### Clock wiring as the flow saved it, run 1

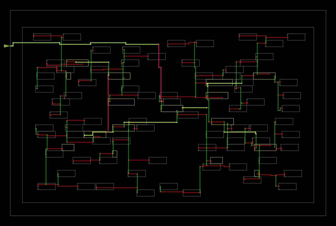
### Cell density map, run 1

Scale: 3 px per um. The die is cut into 13 by 9 equal tiles; black is low, pale yellow is high, 0 to 100% covered.
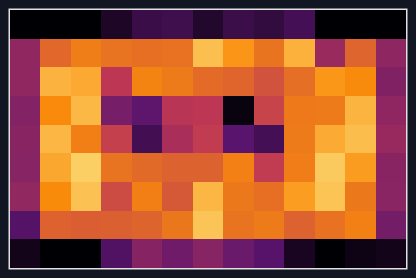
### The metal 2 layer, run 1

Scale: 3 px per um.
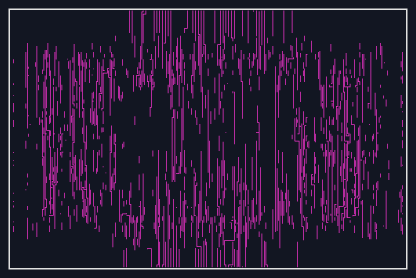
==> src/rtl/pipe_pkg.sv <==
// Shared definitions for the MIPS inter-stage pipeline registers:
// control-vector bit map, stage occupancy states and default widths.
package pipe_pkg;

   localparam int CTRL_REGWRITE = 0;
   localparam int CTRL_MEMTOREG = 1;
   localparam int CTRL_MEMREAD  = 2;
   localparam int CTRL_MEMWRITE = 3;

   localparam int DEF_DATA_W   = 32;
   localparam int DEF_NUM_DATA = 2;
   localparam int DEF_CTRL_W   = 4;
   localparam int DEF_RD_W     = 5;

   typedef enum logic [1:0] {
      ST_EMPTY = 2'd0,
      ST_ONE   = 2'd1,
      ST_TWO   = 2'd2
   } stageState_t;

endpackage

==> src/rtl/pipe_entry.sv <==
// One storage entry of an elastic pipeline register: valid bit, control
// vector, data words and destination index. A flush (clearCtrl) kills the
// entry but leaves data/rd untouched; reset clears everything.
module pipe_entry import pipe_pkg::*;
#(
   parameter int DATA_W   = DEF_DATA_W,
   parameter int NUM_DATA = DEF_NUM_DATA,
   parameter int CTRL_W   = DEF_CTRL_W,
   parameter int RD_W     = DEF_RD_W
)(
   input  logic                       clk,
   input  logic                       rst,
   input  logic                       load,
   input  logic                       drop,
   input  logic                       clearCtrl,
   input  logic [CTRL_W-1:0]          loadCtrl,
   input  logic [NUM_DATA*DATA_W-1:0] loadData,
   input  logic [RD_W-1:0]            loadRd,
   output logic                       entValid,
   output logic [CTRL_W-1:0]          entCtrl,
   output logic [NUM_DATA*DATA_W-1:0] entData,
   output logic [RD_W-1:0]            entRd
);

   // Flush outranks load so an incoming beat in a flush cycle becomes a bubble.
   always_ff @(posedge clk) begin
      if (rst) begin
         entValid <= 1'b0;
         entCtrl  <= '0;
         entData  <= '0;
         entRd    <= '0;
      end else if (clearCtrl) begin
         entValid <= 1'b0;
         entCtrl  <= '0;
      end else if (load) begin
         entValid <= 1'b1;
         entCtrl  <= loadCtrl;
         entData  <= loadData;
         entRd    <= loadRd;
      end else if (drop) begin
         entValid <= 1'b0;
      end
   end

endmodule

==> src/rtl/pipe_stage_reg.sv <==
// Elastic pipeline register between MIPS stages with valid/ready handshake
// and flush. Define PIPE_STAGE_SKID_EN to add a second (skid) entry so that
// in_ready comes straight from a flop instead of from out_ready.
module pipe_stage_reg import pipe_pkg::*;
#(
   parameter int DATA_W   = DEF_DATA_W,
   parameter int NUM_DATA = DEF_NUM_DATA,
   parameter int CTRL_W   = DEF_CTRL_W,
   parameter int RD_W     = DEF_RD_W
)(
   input  logic                       clk,
   input  logic                       rst,
   input  logic                       flush,
   input  logic                       in_valid,
   output logic                       in_ready,
   input  logic [CTRL_W-1:0]          in_ctrl,
   input  logic [NUM_DATA*DATA_W-1:0] in_data,
   input  logic [RD_W-1:0]            in_rd,
   output logic                       out_valid,
   input  logic                       out_ready,
   output logic [CTRL_W-1:0]          out_ctrl,
   output logic [NUM_DATA*DATA_W-1:0] out_data,
   output logic [RD_W-1:0]            out_rd
);

   localparam int DW = NUM_DATA * DATA_W;

   stageState_t       stateQ;
   stageState_t       stateD;
   logic              acceptBeat;
   logic              releaseBeat;
   logic              loadMain;
   logic              dropMain;
   logic              mainValid;
   logic [CTRL_W-1:0] mainCtrl;
   logic [DW-1:0]     mainData;
   logic [RD_W-1:0]   mainRd;
   logic [CTRL_W-1:0] mainSrcCtrl;
   logic [DW-1:0]     mainSrcData;
   logic [RD_W-1:0]   mainSrcRd;

   assign acceptBeat  = in_valid & in_ready;
   assign releaseBeat = mainValid & out_ready;

`ifdef PIPE_STAGE_SKID_EN
   logic              loadSkid;
   logic              dropSkid;
   logic              skidValid;
   logic [CTRL_W-1:0] skidCtrl;
   logic [DW-1:0]     skidData;
   logic [RD_W-1:0]   skidRd;
   logic              inReadyQ;

   // The skid entry is only valid in state TWO, so it doubles as the MAIN source select.
   assign mainSrcCtrl = skidValid ? skidCtrl : in_ctrl;
   assign mainSrcData = skidValid ? skidData : in_data;
   assign mainSrcRd   = skidValid ? skidRd   : in_rd;

   // Register in_ready from the next state so out_ready never reaches upstream combinationally.
   always_ff @(posedge clk) begin
      if (rst) begin
         inReadyQ <= 1'b1;
      end else begin
         inReadyQ <= (stateD != ST_TWO);
      end
   end

   assign in_ready = inReadyQ;

   pipe_entry #(
      .DATA_W   (DATA_W),
      .NUM_DATA (NUM_DATA),
      .CTRL_W   (CTRL_W),
      .RD_W     (RD_W)
   ) skidEntry (
      .clk       (clk),
      .rst       (rst),
      .load      (loadSkid),
      .drop      (dropSkid),
      .clearCtrl (flush),
      .loadCtrl  (in_ctrl),
      .loadData  (in_data),
      .loadRd    (in_rd),
      .entValid  (skidValid),
      .entCtrl   (skidCtrl),
      .entData   (skidData),
      .entRd     (skidRd)
   );
`else
   assign mainSrcCtrl = in_ctrl;
   assign mainSrcData = in_data;
   assign mainSrcRd   = in_rd;
   assign in_ready    = out_ready | ~mainValid;
`endif

   // Occupancy state register.
   always_ff @(posedge clk) begin
      if (rst) begin
         stateQ <= ST_EMPTY;
      end else begin
         stateQ <= stateD;
      end
   end

   // Next-state and entry load/drop decisions; flush forces EMPTY regardless of handshakes.
   always_comb begin
      stateD   = stateQ;
      loadMain = 1'b0;
      dropMain = 1'b0;
`ifdef PIPE_STAGE_SKID_EN
      loadSkid = 1'b0;
      dropSkid = 1'b0;
`endif
      case (stateQ)
         ST_EMPTY: begin
            if (acceptBeat) begin
               loadMain = 1'b1;
               stateD   = ST_ONE;
            end
         end
         ST_ONE: begin
            if (acceptBeat && releaseBeat) begin
               loadMain = 1'b1;
`ifdef PIPE_STAGE_SKID_EN
            end else if (acceptBeat) begin
               loadSkid = 1'b1;
               stateD   = ST_TWO;
`endif
            end else if (releaseBeat) begin
               dropMain = 1'b1;
               stateD   = ST_EMPTY;
            end
         end
`ifdef PIPE_STAGE_SKID_EN
         ST_TWO: begin
            if (releaseBeat) begin
               loadMain = 1'b1;
               dropSkid = 1'b1;
               stateD   = ST_ONE;
            end
         end
`endif
         default: begin
            stateD = ST_EMPTY;
         end
      endcase
      if (flush) begin
         stateD = ST_EMPTY;
      end
   end

   pipe_entry #(
      .DATA_W   (DATA_W),
      .NUM_DATA (NUM_DATA),
      .CTRL_W   (CTRL_W),
      .RD_W     (RD_W)
   ) mainEntry (
      .clk       (clk),
      .rst       (rst),
      .load      (loadMain),
      .drop      (dropMain),
      .clearCtrl (flush),
      .loadCtrl  (mainSrcCtrl),
      .loadData  (mainSrcData),
      .loadRd    (mainSrcRd),
      .entValid  (mainValid),
      .entCtrl   (mainCtrl),
      .entData   (mainData),
      .entRd     (mainRd)
   );

   assign out_valid = mainValid;
   assign out_ctrl  = mainValid ? mainCtrl : '0;
   assign out_data  = mainData;
   assign out_rd    = mainRd;

endmodule

==> config.mk <==
export PLATFORM = sky130hd
export DESIGN_NAME = pipe_stage_reg
export DESIGN_NICKNAME = d
export VERILOG_FILES = /design/src/rtl/pipe_pkg.sv /design/src/rtl/pipe_entry.sv /design/src/rtl/pipe_stage_reg.sv
export SDC_FILE = /design/constraint.sdc
export NUM_CORES = 1
export LEC_CHECK = 0
export ABC_AREA = 1
export CORE_AREA = 5 5 127 81
export CTS_CLUSTER_DIAMETER = 60
export CTS_CLUSTER_SIZE = 16
export DETAILED_ROUTE_END_ITERATION = 12
export DIE_AREA = 0 0 132 86
export PLACE_DENSITY = 0.86
export SLEW_MARGIN = 20
export SYNTH_ARGS = -nofsm -noshare
export SYNTH_HDL_FRONTEND = slang
export SYNTH_SLANG_ARGS = --single-unit
export TNS_END_PERCENT = 50
==> constraint.sdc <==
create_clock -name clk -period 1.47 [get_ports clk]
set_input_delay 0.294 -clock clk [delete_from_list [all_inputs] [get_ports clk]]
set_output_delay 0.294 -clock clk [all_outputs]
set_load 0.03 [all_outputs]
==> reports/qor.yml, run 1 <==
setup_path:
  r2r-start: "mainEntry.entValid$_SDFFE_PP0P_"
  path_max_fanout: 9
  worstSetupPathType: "reg -> out"
flow_run:
  maxCapViolations: 0
global_route:
  grt.met3_usage: 0.0739
  grt_pass1_vias: 3653
  overflow: 0
  grt_most_used_layer: "met2"
  met1_usage: 0.243
  grt_max_degree: 38
  grt_pass1_wl_mm: 17.7
synth:
  syn_area_um2: 3820
  ys.flops: 75
  topCellsByArea: "dfxtp_1 (39%), inv_1 (21%), nand2_1 (14%)"
floorplan:
  num_rows: 27
  die_h_um: 86
  die_w_um: 132
cells_and_area:
  n_fill_cell: 821
  layoutNonFillerInstCount: 896
  antenna_cells: 0
power_and_ir_drop:
  leakagePower_nw: 3.41
  powerDensity_nw_per_um2: 1030
route:
  ant_nets: 0
  drcViolationCount: 0
clock_tree:
  cts_tree: "done"
  cts-hold-fix-buffers: 0
status:
  status: "finished clean"
placed_design:
  portBuffers: 152
sta:
  slew_headroom: 0.769
  rsz0062_at_grt: "no"
-- 'Clock wiring as the flow saved it' (at the start) --
Latency at later pin: 0.33 ns
Worst Skew: 0.00424 ns
number of clock buffers in the layout: 11

-- 'Cell density map' (at the start) --
mean over tiles	50%
nearly empty tiles	7.7%
fullest tile	90%
densest ninth of the die	east
fp_density: 0.427
utilization after layout: 0.651
core area: 8950 um^2

-- 'The metal 2 layer' (at the start) --
share of all routed wire	45%
nets with wire on the layer	581
main direction	vertical
GR Util met2: 0.295
routed vias: 3,921
WL final: 10.7 mm

[run 1: area by class of cell]
cell class | count | area, um^2 | share of cell area
Clock buffer | 11 | 253 | 0.0434
Clock inverter | 5 | 75.1 | 0.0129
Inverter | 218 | 818 | 0.140
Multi-Input combinational cell | 303 | 1370 | 0.234
Sequential cell | 75 | 1510 | 0.258
Tap cell | 116 | 145 | 0.0249
Timing Repair Buffer | 168 | 1660 | 0.286
[run 1: Yosys cell counts]
cell type and instances:
a21oi_1 2, a21oi_2 1, buf_1 10, buf_2 7, buf_4 1, buf_6 2
clkbuf_1 16, clkinv_1 1, dfxtp_1 75, inv_1 216, inv_2 1, nand2_1 145
nand2_2 1, nand2_4 1, nand4_1 69, nand4_2 1, nor2_1 78, o21ai_0 5
[run 1: where the power goes]
part           switching, mW  internal (mW)
combinational          0.792          0.562
clock                  0.821           1.57
sequential            0.0732           2.18
total                   1.69           4.31
[run 1: state kept, by name (all words and copies together) (netlist names)]
signal,cells
mainEntry.entCtrl,4
stateQ,1
mainEntry.entRd,5
mainEntry.entData,64
mainEntry.entValid,1
[run 1: cell usage in the layout, fill, tap and decap left out]
cell               n
buf_4             12
a21oi_1            2
nand2_2            1
inv_2              3
dlygate4sd2_1     70
clkbuf_8           2
inv_1            215
clkinv_2           3
a21oi_4            1
nand4_1           69
clkbuf_16          9
buf_12            10
bufinv_16          2
nand4_4            1
clkdlybuf4s50_1   76
dfxtp_4            1
nand2_1          144
dfxtp_1           74
o21ai_0            5
nor2_1            78
nand2_4            2
[run 1: cells by family after synthesis]
| family | share of synthesized area |
|---|---|
| simple gates | 0.340 |
| flops | 0.393 |
| compound gates | 0.0114 |
| buf+inv | 0.256 |
[run 1: critical path, cell delays in order, from the launching register on]
cell     delay [ns]
dfxtp_4        0.42
nand2_4        0.08
buf_4          0.13
buf_4          0.16
--- run 2 (diff from run 1) ---
--- a/config.mk
+++ b/config.mk
@@ -6,6 +6,7 @@
 export NUM_CORES = 1
 export LEC_CHECK = 0
 export ABC_AREA = 1
+export CAP_MARGIN = 40
 export CORE_AREA = 5 5 127 81
 export CTS_CLUSTER_DIAMETER = 60
 export CTS_CLUSTER_SIZE = 16
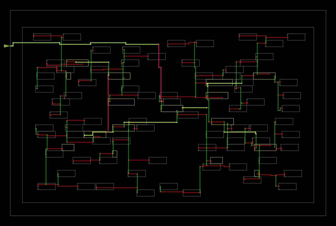
*Clock wiring as the flow saved it, run 2*
flop count: 75
Clock Power: 2.39 mW
Clock Sinks: 75
Num CTS Buffers: 9

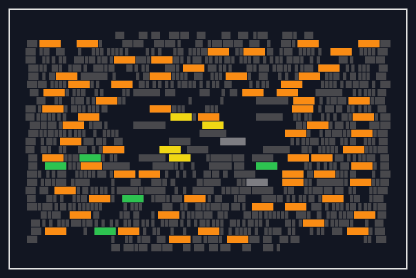
*Sequential cells colored by netlist name, run 2*
Scale: 3 px per um. Other sequential cells in the stronger gray, the rest of the logic in the fainter gray.
name in the netlist	color	sequential cells
mainEntry.entRd	green	5
mainEntry.entCtrl	yellow	4
mainEntry.entData	orange	64
not colored	2

==> run 2 against run 1 <==
First-iteration DRC count unchanged. Clock-buffer cell count unchanged. Power unchanged. Cell count unchanged. Clock power about the same. Wire length unchanged. Non-clock buffer count unchanged.
==> reports/qor.yml, run 2 <==
route:
  drt-wirelength-per-cell_um: 11.9
  drcViolationCount: 0
  wl_met1_mm: 4.89
  ant_nets: 0
  num_vias: 3921
  wirelength_mm: 10.7
global_route:
  met2_usage: 0.295
  grt_max_degree: 38
  met1_usage: 0.243
  grt_most_used_layer: "met2"
  grt_pass1_vias: 3653
  grt.met3_usage: 0.0739
status:
  status: "finished clean"
synth:
  top_cell: "inv_1"
  ys.flops: 75
  topCellsByArea: "dfxtp_1 (39%), inv_1 (21%), nand2_1 (14%)"
  edf_count: 0
  synthArstFlopShare: 0
  top_cells_by_count: "inv_1 (216), nand2_1 (145), nor2_1 (78)"
  ys.flop_type: "dfxtp_1"
setup_path:
  path_max_fanout: 9
  slowest_delay_ns: 0.42
  path_buffers: 2
  worstSetupPathType: "reg -> out"
  path_delay_family: "flip-flops"
  crit_top_cell: "buf_4"
  crit_slowest_cell: "dfxtp_4"
cells_and_area:
  n_fill_cell: 821
  largestRegisters: "mainEntry.entData: 64 flops, mainEntry.entRd: 5 flops, mainEntry.entCtrl: 4 flops"
  largest_reg_flops: 64
  antenna_cells: 0
  seqCellArea_um2: 1510
  post-route-util: 0.651
  regMostFlops: "mainEntry.entData"
  comb_area_um2: 1370
  lay_top_count: "inv_1"
  final_cell_mix: "inv_1 (215), nand2_1 (144), nor2_1 (78)"
floorplan:
  coreArea_um2: 8950
  die_h_um: 86
  fp_util: 0.427
  num_rows: 27
  die_w_um: 132
power_and_ir_drop:
  leakagePower_nw: 3.41
placed_design:
  portBuffers: 152
flow_run:
  maxCapViolations: 0
clock_tree:
  cts_tree: "done"
  clk_latency_ns: 0.33
sta:
  rsz0062_at_grt: "no"
  slew_headroom: 0.769
  fin_skew_ns: 0.00424
## run 2: layout make-up
type | count | share of cell area
timing repair buffer | 168 | 0.286
sequential | 75 | 0.258
multi-input combinational | 303 | 0.234
inverter | 218 | 0.140
clock buffer | 11 | 0.0434
tap | 116 | 0.0249
clock inverter | 5 | 0.0129
## run 2: per-stage QoR
| step | hold slack (ns) | std cells | TNS, ns | instance area [um^2] | power (mW) |
|---|---|---|---|---|---|
| 2_1_floorplan | 0.435 | 632 | 0 | 3830 | 3.09 |
| 3_3_place_gp | 0.466 | 880 | -11.72 | 5580 | 3.73 |
| 3_5_place_dp | 0.476 | 880 | -13.04 | 5580 | 3.75 |
| 4_1_cts | 0.489 | 896 | 0 | 5830 | 6.07 |
| 5_1_grt | 0.519 | 896 | 0 | 5830 | 6.30 |
| 6_report | 0.485 | 896 | 0 | 5830 | 6.00 |
## run 2: path summary, 6_finish.rpt
kind,startpoint,endpoint,slack (ns),depth (start not counted)
max,mainEntry.entValid$_SDFFE_PP0P_,in_ready,0.06,3
min,mainEntry.entCtrl[3]$_SDFFE_PP0P_,mainEntry.entCtrl[3]$_SDFFE_PP0P_,0.49,2
max reg2reg,mainEntry.entValid$_SDFFE_PP0P_,mainEntry.entData[59]$_SDFFE_PP0P_,0.16,7
min reg2reg,mainEntry.entCtrl[3]$_SDFFE_PP0P_,mainEntry.entCtrl[3]$_SDFFE_PP0P_,0.49,2
## run 2: kinds of logic after synthesis
logic type / count (synthesis) / share of synthesized area
AND/OR/NAND/NOR: 295 / 0.340
buffers and inverters: 254 / 0.256
flip-flops: 75 / 0.393
AND-OR/OR-AND: 8 / 0.0114
## run 2: power by group
part | switching, mW | internal, mW | total [mW]
logic | 0.792 | 0.562 | 1.35
clock network | 0.821 | 1.57 | 2.39
registers | 0.0732 | 2.18 | 2.25
No activity file was given, so power comes from the tool's default toggle rates.
